**src/rtl/riscv_ex_muldiv.sv**
```systemverilog
// Iterative RV32M multiply/divide unit for the EX stage: radix-2 shift-add multiply,
// restoring divide, one iteration per cycle, with pipeline stall request and flush.
module riscv_ex_muldiv #(
    parameter int XLEN     = 32,
    parameter int ALU_OP_W = 5
) (
    input  logic                clk,
    input  logic                rst,
    input  logic [ALU_OP_W-1:0] alu_op_i,
    input  logic [XLEN-1:0]     alu_a_i,
    input  logic [XLEN-1:0]     alu_b_i,
    input  logic                flush_i,
    output logic [XLEN-1:0]     result_o,
    output logic                valid_o,
    output logic                stall_req_o,
    output logic                busy_o
);

    // M-extension opcode values, kept in step with riscv_define.v
    localparam logic [ALU_OP_W-1:0] ALU_MUL    = ALU_OP_W'('h10);
    localparam logic [ALU_OP_W-1:0] ALU_MULH   = ALU_OP_W'('h11);
    localparam logic [ALU_OP_W-1:0] ALU_MULHSU = ALU_OP_W'('h12);
    localparam logic [ALU_OP_W-1:0] ALU_MULHU  = ALU_OP_W'('h13);
    localparam logic [ALU_OP_W-1:0] ALU_DIV    = ALU_OP_W'('h14);
    localparam logic [ALU_OP_W-1:0] ALU_DIVU   = ALU_OP_W'('h15);
    localparam logic [ALU_OP_W-1:0] ALU_REM    = ALU_OP_W'('h16);
    localparam logic [ALU_OP_W-1:0] ALU_REMU   = ALU_OP_W'('h17);

    localparam int CNT_W = $clog2(XLEN);

    typedef enum logic [1:0] {S_IDLE, S_BUSY, S_DONE} state_t;
    typedef enum logic [2:0] {
        K_MUL, K_MULH, K_MULHSU, K_MULHU, K_DIV, K_DIVU, K_REM, K_REMU
    } kind_t;

    state_t             r_state;
    kind_t              r_kind;
    logic [CNT_W-1:0]   r_count;
    logic [2*XLEN-1:0]  r_acc;
    logic [XLEN-1:0]    r_opnd;
    logic               r_neg_q;
    logic               r_neg_r;
    logic [XLEN-1:0]    r_result;

    logic               w_md_op;
    kind_t              w_kind;
    logic               w_is_div;
    logic               w_is_rem;
    logic               w_sign_a;
    logic               w_sign_b;
    logic [XLEN-1:0]    w_mag_a;
    logic [XLEN-1:0]    w_mag_b;
    logic               w_div0;
    logic               w_ovf;
    logic [XLEN-1:0]    w_special_res;

    // NOTE: every signal written in an always_comb gets a default first so no latch is inferred.
    always_comb begin
        w_md_op = 1'b1;
        w_kind  = K_MUL;
        case (alu_op_i)
            ALU_MUL:    w_kind = K_MUL;
            ALU_MULH:   w_kind = K_MULH;
            ALU_MULHSU: w_kind = K_MULHSU;
            ALU_MULHU:  w_kind = K_MULHU;
            ALU_DIV:    w_kind = K_DIV;
            ALU_DIVU:   w_kind = K_DIVU;
            ALU_REM:    w_kind = K_REM;
            ALU_REMU:   w_kind = K_REMU;
            default:    w_md_op = 1'b0;
        endcase
    end

    assign w_is_div = w_kind inside {K_DIV, K_DIVU, K_REM, K_REMU};
    assign w_is_rem = w_kind inside {K_REM, K_REMU};
    assign w_sign_a = (w_kind inside {K_MULH, K_MULHSU, K_DIV, K_REM}) & alu_a_i[XLEN-1];
    assign w_sign_b = (w_kind inside {K_MULH, K_DIV, K_REM}) & alu_b_i[XLEN-1];
    assign w_mag_a  = w_sign_a ? -alu_a_i : alu_a_i;
    assign w_mag_b  = w_sign_b ? -alu_b_i : alu_b_i;

    // Divide-by-zero and signed overflow bypass the iteration entirely
    assign w_div0 = w_is_div && (alu_b_i == '0);
    assign w_ovf  = (w_kind inside {K_DIV, K_REM}) && (alu_a_i == {1'b1, {(XLEN-1){1'b0}}})
                    && (alu_b_i == '1);

    always_comb begin
        w_special_res = '0;
        if (w_div0)
            w_special_res = w_is_rem ? alu_a_i : '1;
        else if (!w_is_rem)
            w_special_res = {1'b1, {(XLEN-1){1'b0}}};
    end

    logic [XLEN:0]      w_mul_sum;
    logic [2*XLEN-1:0]  w_mul_next;
    logic [XLEN:0]      w_div_hi;
    logic [XLEN:0]      w_div_diff;
    logic [2*XLEN-1:0]  w_div_next;
    logic [2*XLEN-1:0]  w_acc_next;
    logic [2*XLEN-1:0]  w_prod;
    logic [XLEN-1:0]    w_quo;
    logic [XLEN-1:0]    w_rem;
    logic [XLEN-1:0]    w_final;

    // Multiply: {partial_hi, multiplier}, add multiplicand on LSB then shift right
    assign w_mul_sum  = {1'b0, r_acc[2*XLEN-1:XLEN]} + (r_acc[0] ? {1'b0, r_opnd} : '0);
    assign w_mul_next = {w_mul_sum, r_acc[XLEN-1:1]};

    // Divide: {rem, quo}; trial-subtract on the 33-bit shifted remainder
    assign w_div_hi   = r_acc[2*XLEN-1:XLEN-1];
    assign w_div_diff = w_div_hi - {1'b0, r_opnd};
    assign w_div_next = w_div_diff[XLEN] ? {w_div_hi[XLEN-1:0], r_acc[XLEN-2:0], 1'b0}
                                         : {w_div_diff[XLEN-1:0], r_acc[XLEN-2:0], 1'b1};

    assign w_acc_next = (r_kind inside {K_DIV, K_DIVU, K_REM, K_REMU}) ? w_div_next : w_mul_next;
    assign w_prod     = r_neg_q ? -w_acc_next : w_acc_next;
    assign w_quo      = r_neg_q ? -w_acc_next[XLEN-1:0] : w_acc_next[XLEN-1:0];
    assign w_rem      = r_neg_r ? -w_acc_next[2*XLEN-1:XLEN] : w_acc_next[2*XLEN-1:XLEN];

    always_comb begin
        case (r_kind)
            K_MUL:                      w_final = w_prod[XLEN-1:0];
            K_MULH, K_MULHSU, K_MULHU:  w_final = w_prod[2*XLEN-1:XLEN];
            K_DIV, K_DIVU:              w_final = w_quo;
            default:                    w_final = w_rem;
        endcase
    end

    // NOTE: state is updated with non-blocking assignments so every register samples pre-edge values.
    always_ff @(posedge clk or negedge rst) begin
        if (!rst) begin
            r_state  <= S_IDLE;
            r_kind   <= K_MUL;
            r_count  <= '0;
            r_acc    <= '0;
            r_opnd   <= '0;
            r_neg_q  <= 1'b0;
            r_neg_r  <= 1'b0;
            r_result <= '0;
        end else if (flush_i) begin
            r_state <= S_IDLE;
        end else begin
            case (r_state)
                S_IDLE: begin
                    if (w_md_op) begin
                        r_kind  <= w_kind;
                        r_neg_q <= w_sign_a ^ w_sign_b;
                        r_neg_r <= w_sign_a;
                        if (w_div0 || w_ovf) begin
                            r_result <= w_special_res;
                            r_state  <= S_DONE;
                        end else begin
                            r_opnd  <= w_is_div ? w_mag_b : w_mag_a;
                            r_acc   <= {{XLEN{1'b0}}, (w_is_div ? w_mag_a : w_mag_b)};
                            r_count <= '0;
                            r_state <= S_BUSY;
                        end
                    end
                end
                S_BUSY: begin
                    r_acc   <= w_acc_next;
                    r_count <= r_count + 1'b1;
                    if (r_count == CNT_W'(XLEN - 1)) begin
                        r_result <= w_final;
                        r_state  <= S_DONE;
                    end
                end
                default: r_state <= S_IDLE;
            endcase
        end
    end

    // Flush must drop stall and suppress the strobe within the same cycle
    assign result_o    = r_result;
    assign valid_o     = (r_state == S_DONE) && !flush_i;
    assign busy_o      = (r_state == S_BUSY);
    assign stall_req_o = !flush_i && (((r_state == S_IDLE) && w_md_op) || (r_state == S_BUSY));

endmodule
```
**config.mk**
```make
export PLATFORM = sky130hd
export DESIGN_NAME = riscv_ex_muldiv
export DESIGN_NICKNAME = d
export VERILOG_FILES = /design/src/rtl/riscv_ex_muldiv.sv
export SDC_FILE = /design/constraint.sdc
export NUM_CORES = 1
export LEC_CHECK = 0
export CAP_MARGIN = 40
export CORE_ASPECT_RATIO = 0.5
export CORE_MARGIN = 5
export CORE_UTILIZATION = 35
export CTS_CLUSTER_DIAMETER = 40
export DETAILED_ROUTE_END_ITERATION = 8
export GPL_TIMING_DRIVEN = 0
export PLACE_DENSITY = 0.54
export SLEW_MARGIN = 20
export SYNTH_ARGS = -nofsm -noshare
export SYNTH_HDL_FRONTEND = slang
export SYNTH_SLANG_ARGS = --single-unit
```
**constraint.sdc**
```tcl
create_clock -name clk -period 5.46 [get_ports clk]
set_clock_uncertainty 0.15 [all_clocks]
set_input_delay 0.546 -clock clk [delete_from_list [all_inputs] [get_ports clk]]
set_output_delay 0.546 -clock clk [all_outputs]
set_load 0.01 [all_outputs]
```
run_1/ff_map.png
Other sequential cells in the stronger grey, the rest of the logic in the fainter grey.
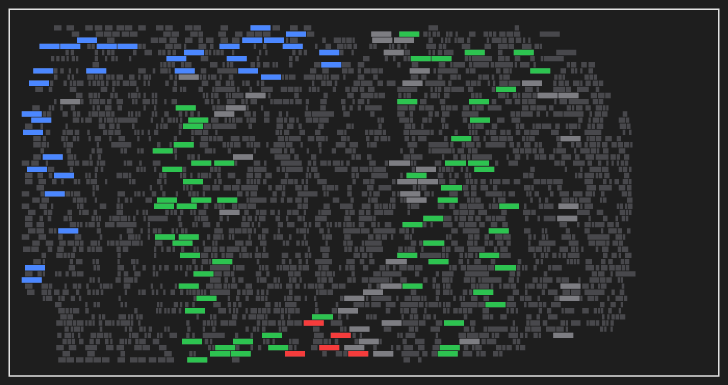
Key: red = r_count [sequential cells 5, where bottom centre]; blue = result_o [sequential cells 32, where upper left]; green = r_acc [sequential cells 64]
Another 39 sequential cells are not coloured.
FF+latch area: 3510 µm²
fin util: 0.442
sequential cell power: 1720 µW
Seq/total area: 0.175

run_1/clock_wires.png
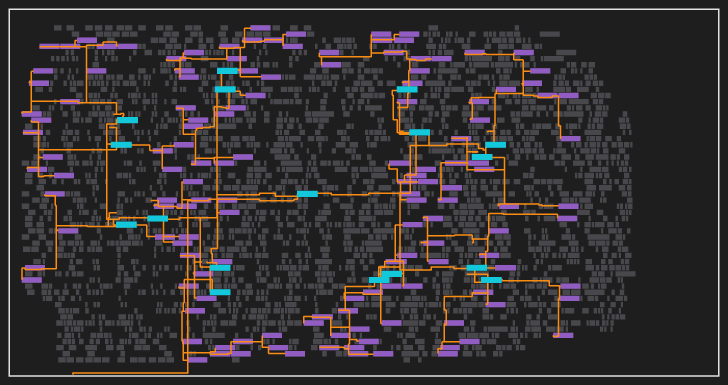
Key: orange = clock wires [length 2560 µm]; purple = flip-flops [count 140]; cyan = clock-net drivers [count 17]
There are 18 routed clock nets.
worst skew pair latency: 460 ps
clock power share: 0.113
clock-net power: 1240 µW

==> impl_metrics.ini, run 1 <==
; synthesis and place-and-route metrics
[outcome]
status = finished, violations left
violations = setup timing

[drt]
wl_met1_um = 37500
wl_met2_um = 34400
ant_nets = 0
viasPerCell = 6.21
drt-initial-drc-count = 2104
drtPass1Iterations = 6
route.met3.wl_um = 8880
drc_errors = 0
highest_layer = met5
routedWlPerCell_um = 27.5

[worst_setup_path]
r2r_slack_ps = -130
worstPathMaxFanout = 4
timing_worst_setup_path_type = flip-flop to flip-flop
endpoint_kind = flip-flop
cp_num_buf_inv = 3
reg2regPathDepth = 22
timing.rr.end = result_o[18]
crit_family = AND-OR/OR-AND gates
cp.depth = 22
cp_slowest_cell = or4_4
cp-endpoint = result_o[18]
crit_top_cell = inv_2
critPathRequiredTime_ps = 5640

[job]
maxCapViolCount = 0

[yosys]
synth.distinct_cells = 108
ys_sh_adder = 0.0577
yosys_area_um2 = 16100
ys.flops = 140
top_logic_kind = AND-OR/OR-AND gates
yosys-stat-cells = 2212
largest_area_cell = dfrtp_1
async_reset_ff_frac = 1.00
ys_sh_aoi = 0.291
ys_top_cells_by_count = 270 x nand2_1, 244 x nor2_1, 225 x o21ai_0, 178 x a21oi_1, 140 x dfrtp_1
edf_count = 0
ys_sh_simple = 0.243
fp_nets = 2357
top_cell = nand2_1
synth-xor-area-share = 0.0931
postSynthAreaPerCell_um2 = 7.27
post_synth_main_area_contributors = dfrtp_1 22%, o21ai_0 7.0%, nand2_1 6.3%, nor2_1 5.7%, a21oi_1 5.5%

[timing]
fin_tns_setup_ps = -650
final_hold_viol_count = 0
min_period_over_period = 1.02
setup-violations-final = 9
max_freq_ghz = 0.179
slew_violations = 0
hold_slack_ps = 342
relSlewSlack = 0.354
rsz0062_at_grt = true
worst_pin_slew_ps = 969
worst_slack_ps = -130

[global_route]
grt_pass1_wl_um = 120000
use_met2 = 0.471
grt_util_met3 = 0.0713
grt_pass1_vias = 17300
overflow = 0
antenna_found_initial = 6
grt_max_degree = 74

[placed_design]
gp_congestion = 0.989
place_ws_ps = -2230
placed_cells = 2930

[finish]
lay_top_count = nand2_1
clock_buffer_count = 19
synthToLayoutAreaGrowth_pct = 24.6
most-common-layout-cells = 266 x nand2_1, 241 x nor2_1, 213 x o21ai_0
clk_share = 0.0296
largest_reg_flops = 64
n_all_inverters = 73
drive_above_1_share = 0.132
combGateArea_um2 = 12600
layout.nets = 2562
final_cells = 3029
signal_buffers = 312
area_dominant_class = combinational gates
antenna_cells = 1

[power_and_ir_drop]
peakVddDrop_mv = 0.271
power_leader = combinational logic
netSwitchingFraction = 0.552
seqPwrFrac = 0.157
powerDensity_nw_per_um2 = 546

[clocking]
htree_levels = 4
cts.path.max_buffers = 2
cts-root-buf = clkbuf_16
cts_tree = yes
holdBufCountCts = 1
cts.reportedPaths.clkPinSlew_ps = 70

[floorplan]
num_tap_cells = 598
core_um2 = 45300
die_h_um = 162
die-area_um2 = 50600

[hold_path]
min-delay-start = result_o[5]
min_to = result_o[5]
run_1/m1.png
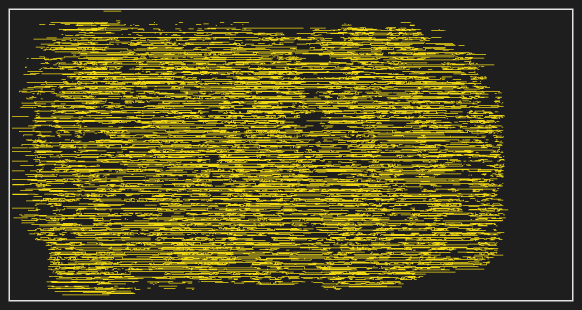
2453 nets have wire on it. The layer carries 37.5 mm of wire.
Total Wirelength: 83200 µm
met1 Resource Use GR: 0.459
Vias: 18800

==> run 2, diff against run 1 <==
--- a/config.mk
+++ b/config.mk
@@ -8,11 +8,11 @@
 export CAP_MARGIN = 40
 export CORE_ASPECT_RATIO = 0.5
 export CORE_MARGIN = 5
-export CORE_UTILIZATION = 35
+export CORE_UTILIZATION = 25
 export CTS_CLUSTER_DIAMETER = 40
 export DETAILED_ROUTE_END_ITERATION = 8
 export GPL_TIMING_DRIVEN = 0
-export PLACE_DENSITY = 0.54
+export PLACE_DENSITY = 0.42
 export SLEW_MARGIN = 20
 export SYNTH_ARGS = -nofsm -noshare
 export SYNTH_HDL_FRONTEND = slang
run_2/m1.png
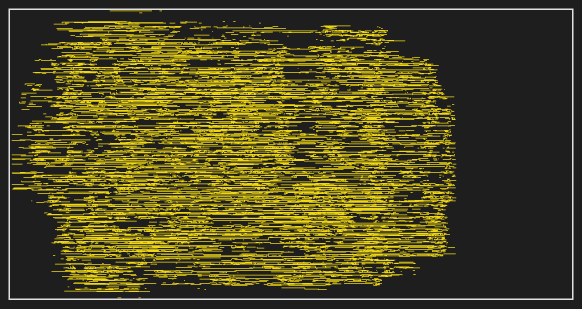
The layer carries 39.8 mm of wire. The longest straight run is 92.0 µm.
Total Wirelength: 92200 µm
Vias: 18600

run_2/ff_map.png
Other sequential cells in the stronger grey, the rest of the logic in the fainter grey.
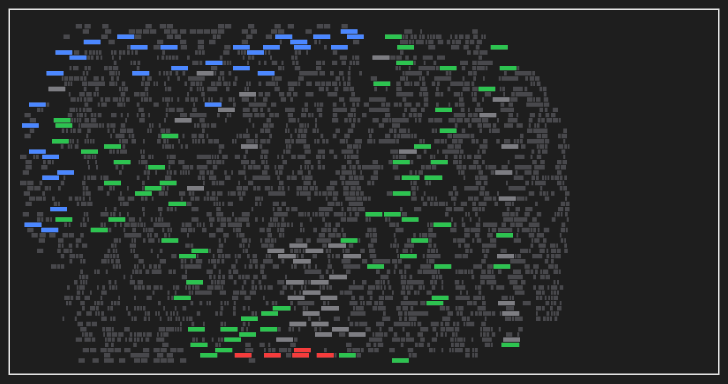
Key: green = r_acc [sequential cells 64]; red = r_count [sequential cells 5, where bottom centre]; blue = result_o [sequential cells 32]
Seq/total area: 0.171
fin util: 0.325
FF+latch area: 3530 µm²
sequential cell power: 1760 µW

==> impl_metrics.ini, run 2 <==
; synthesis and place-and-route metrics
[worst_setup_path]
worstPathMaxFanout = 4
cp-endpoint = result_o[18]
critPathRequiredTime_ps = 5660
crit_top_cell = inv_2
timing.rr.end = result_o[18]
reg2regPathDepth = 23
endpoint_kind = flip-flop
r2r_slack_ps = -90
crit_family = AND-OR/OR-AND gates
cp_num_buf_inv = 4
setup.worst_path.start_class = flip-flop
timing_worst_setup_path_type = flip-flop to flip-flop

[power_and_ir_drop]
netSwitchingFraction = 0.560
p_clk_uw = 1240
powerDensity_nw_per_um2 = 552
power_leader = combinational logic
peakVddDrop_mv = 0.217
seqPwrFrac = 0.155
switchingPower_uw = 6370
p_clk_frac = 0.109

[floorplan]
num_rows = 65
num_tap_cells = 837
die-area_um2 = 69800
core_um2 = 63400
die_h_um = 189

[yosys]
yosys_area_um2 = 16100
ys_sh_aoi = 0.291
ys_sh_simple = 0.243
top_logic_kind = AND-OR/OR-AND gates
fp_nets = 2357
async_reset_ff_frac = 1.00
largest_area_cell = dfrtp_1
ys_sh_adder = 0.0577
top_cell = nand2_1
ys.flops = 140
post_synth_main_area_contributors = dfrtp_1 22%, o21ai_0 7.0%, nand2_1 6.3%, nor2_1 5.7%, a21oi_1 5.5%
synth-xor-area-share = 0.0931
synth.distinct_cells = 108
edf_count = 0
yosys-stat-cells = 2212
ys_top_cells_by_count = 270 x nand2_1, 244 x nor2_1, 225 x o21ai_0, 178 x a21oi_1, 140 x dfrtp_1

[clocking]
cts.reportedPaths.clkPinSlew_ps = 70
cts_tree = yes
htree_levels = 4
cts.path.max_buffers = 2
clock_latency_ps = 480

[global_route]
use_met2 = 0.374
grt_pass1_wl_um = 129000
overflow = 0
grt_max_degree = 83

[finish]
most-common-layout-cells = 263 x nand2_1, 241 x nor2_1, 210 x o21ai_0
synthToLayoutAreaGrowth_pct = 28.1
drive_above_1_share = 0.151
final_cells = 3287
layout.nets = 2581
clk_share = 0.0279
clock_buffer_count = 19
largest_reg_flops = 64
combGateArea_um2 = 12700
lay_top_count = nand2_1
area_dominant_class = combinational gates
antenna_cells = 1
signal_buffers = 331

[timing]
worst_pin_slew_ps = 1050
max_freq_ghz = 0.180
min_period_over_period = 1.02
relSlewSlack = 0.301
hold_slack_ps = 334
worst_slack_ps = -94.5
setup-violations-final = 4
final_hold_viol_count = 0
slew_violations = 0
rsz0062_at_grt = true
fin_tns_setup_ps = -121

[drt]
wl_met2_um = 38100
drc_errors = 0
viasPerCell = 5.67
drt-initial-drc-count = 2003
ant_nets = 0
routedWlPerCell_um = 28.1
wl_met1_um = 39800

[outcome]
violations = setup timing
status = finished, violations left

[hold_path]
min_to = result_o[5]
min-delay-start = result_o[5]

[job]
maxCapViolCount = 0

[placed_design]
gp_congestion = 0.980
placed_cells = 3172
place_ws_ps = -2300
==> run 3, diff against run 2 <==
--- a/config.mk
+++ b/config.mk
@@ -6,7 +6,7 @@
 export NUM_CORES = 1
 export LEC_CHECK = 0
 export CAP_MARGIN = 40
-export CORE_ASPECT_RATIO = 0.5
+export CORE_ASPECT_RATIO = 2
 export CORE_MARGIN = 5
 export CORE_UTILIZATION = 25
 export CTS_CLUSTER_DIAMETER = 40
run_3/ff_map.png
Other sequential cells in the stronger grey, the rest of the logic in the fainter grey.
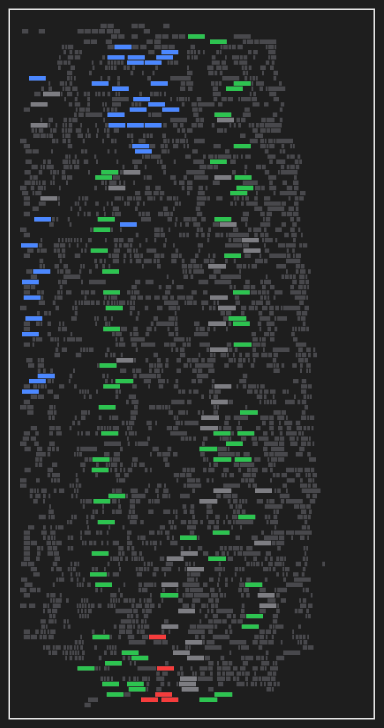
Key: blue = result_o [sequential cells 32]; red = r_count [sequential cells 5, where bottom centre]; green = r_acc [sequential cells 64]
Another 39 sequential cells are not coloured.
sequential cell power: 1770 µW
fin util: 0.328
Seq/total area: 0.169

run_3/congestion_map.png
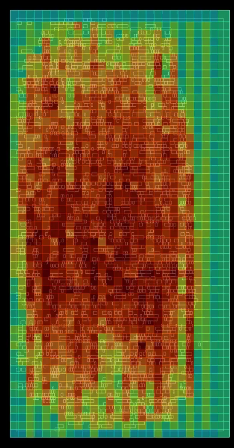
most crowded layer after global routing: met2
All-Layer GR Usage: 0.299
met1 Resource Use GR: 0.238

==> impl_metrics.ini, run 3 <==
; synthesis and place-and-route metrics
[timing]
worst_slack_ps = -51.3
rsz0062_at_grt = true
relSlewSlack = 0.358
worst_pin_slew_ps = 956
final_hold_viol_count = 0
max_freq_ghz = 0.181
fin_tns_setup_ps = -87.1
min_period_over_period = 1.01
slew_violations = 0
setup-violations-final = 2
hold_slack_ps = 349

[global_route]
antenna_found_initial = 1
overflow = 0
grt_max_degree = 77
grt_pass1_vias = 19700
grt_pass1_wl_um = 148000
use_met2 = 0.575

[finish]
antenna_cells = 0
clock_buffer_count = 19
drive_above_1_share = 0.166
clk_share = 0.0294
regArea_um2 = 3530
largest_reg_flops = 64
most-common-layout-cells = 261 x nand2_1, 239 x nor2_1, 208 x o21ai_0
synthToLayoutAreaGrowth_pct = 30.0
signal_buffers = 352
n_all_inverters = 73
layout.nets = 2602

[outcome]
violations = setup timing
status = finished, violations left

[worst_setup_path]
critPathRequiredTime_ps = 5710
cp.depth = 13
reg2regPathDepth = 13
setup.worst_path.start_class = flip-flop
timing.rr.end = result_o[9]
r2r-start = r_kind[2]
cp_num_buf_inv = 9
cp_slowest_cell = dfrtp_1
crit_family = buffers and inverters

[drt]
vias = 19000
routedWlPerCell_um = 32.7
route.met3.wl_um = 4240
drt-initial-drc-count = 1207
wl_met2_um = 57100
wl_met1_um = 30500
drtPass1Iterations = 5
drc_errors = 0

[floorplan]
num_rows = 131
core_um2 = 63800
num_tap_cells = 798

[yosys]
yosys_area_um2 = 16100
edf_count = 0
top_logic_kind = AND-OR/OR-AND gates
top_cell = nand2_1
largest_area_cell = dfrtp_1
post_synth_main_area_contributors = dfrtp_1 22%, o21ai_0 7.0%, nand2_1 6.3%, nor2_1 5.7%, a21oi_1 5.5%
synth.distinct_cells = 108
fp_nets = 2357
ys.flops = 140
ys_sh_simple = 0.243
async_reset_ff_frac = 1.00
synth-xor-area-share = 0.0931
ys_sh_aoi = 0.291
yosys-stat-cells = 2212
ys_sh_adder = 0.0577

[power_and_ir_drop]
switchingPower_uw = 6630
power_leader = combinational logic
powerDensity_nw_per_um2 = 565
p_clk_frac = 0.110
p_clk_uw = 1300
peakVddDrop_mv = 0.297
seqPwrFrac = 0.150

[placed_design]
placed_cells = 3156
gp_congestion = 1.05
place_ws_ps = -2600

[clocking]
cts.path.max_buffers = 2
holdBufCountCts = 1
cts.reportedPaths.clkPinSlew_ps = 70
cts_tree = yes
cts-root-buf = clkbuf_16
clock_latency_ps = 490

[hold_path]
min_to = r_state[0]
min-delay-start = r_state[1]

[job]
maxCapViolCount = 0
Power and IR drop assume default switching activity.
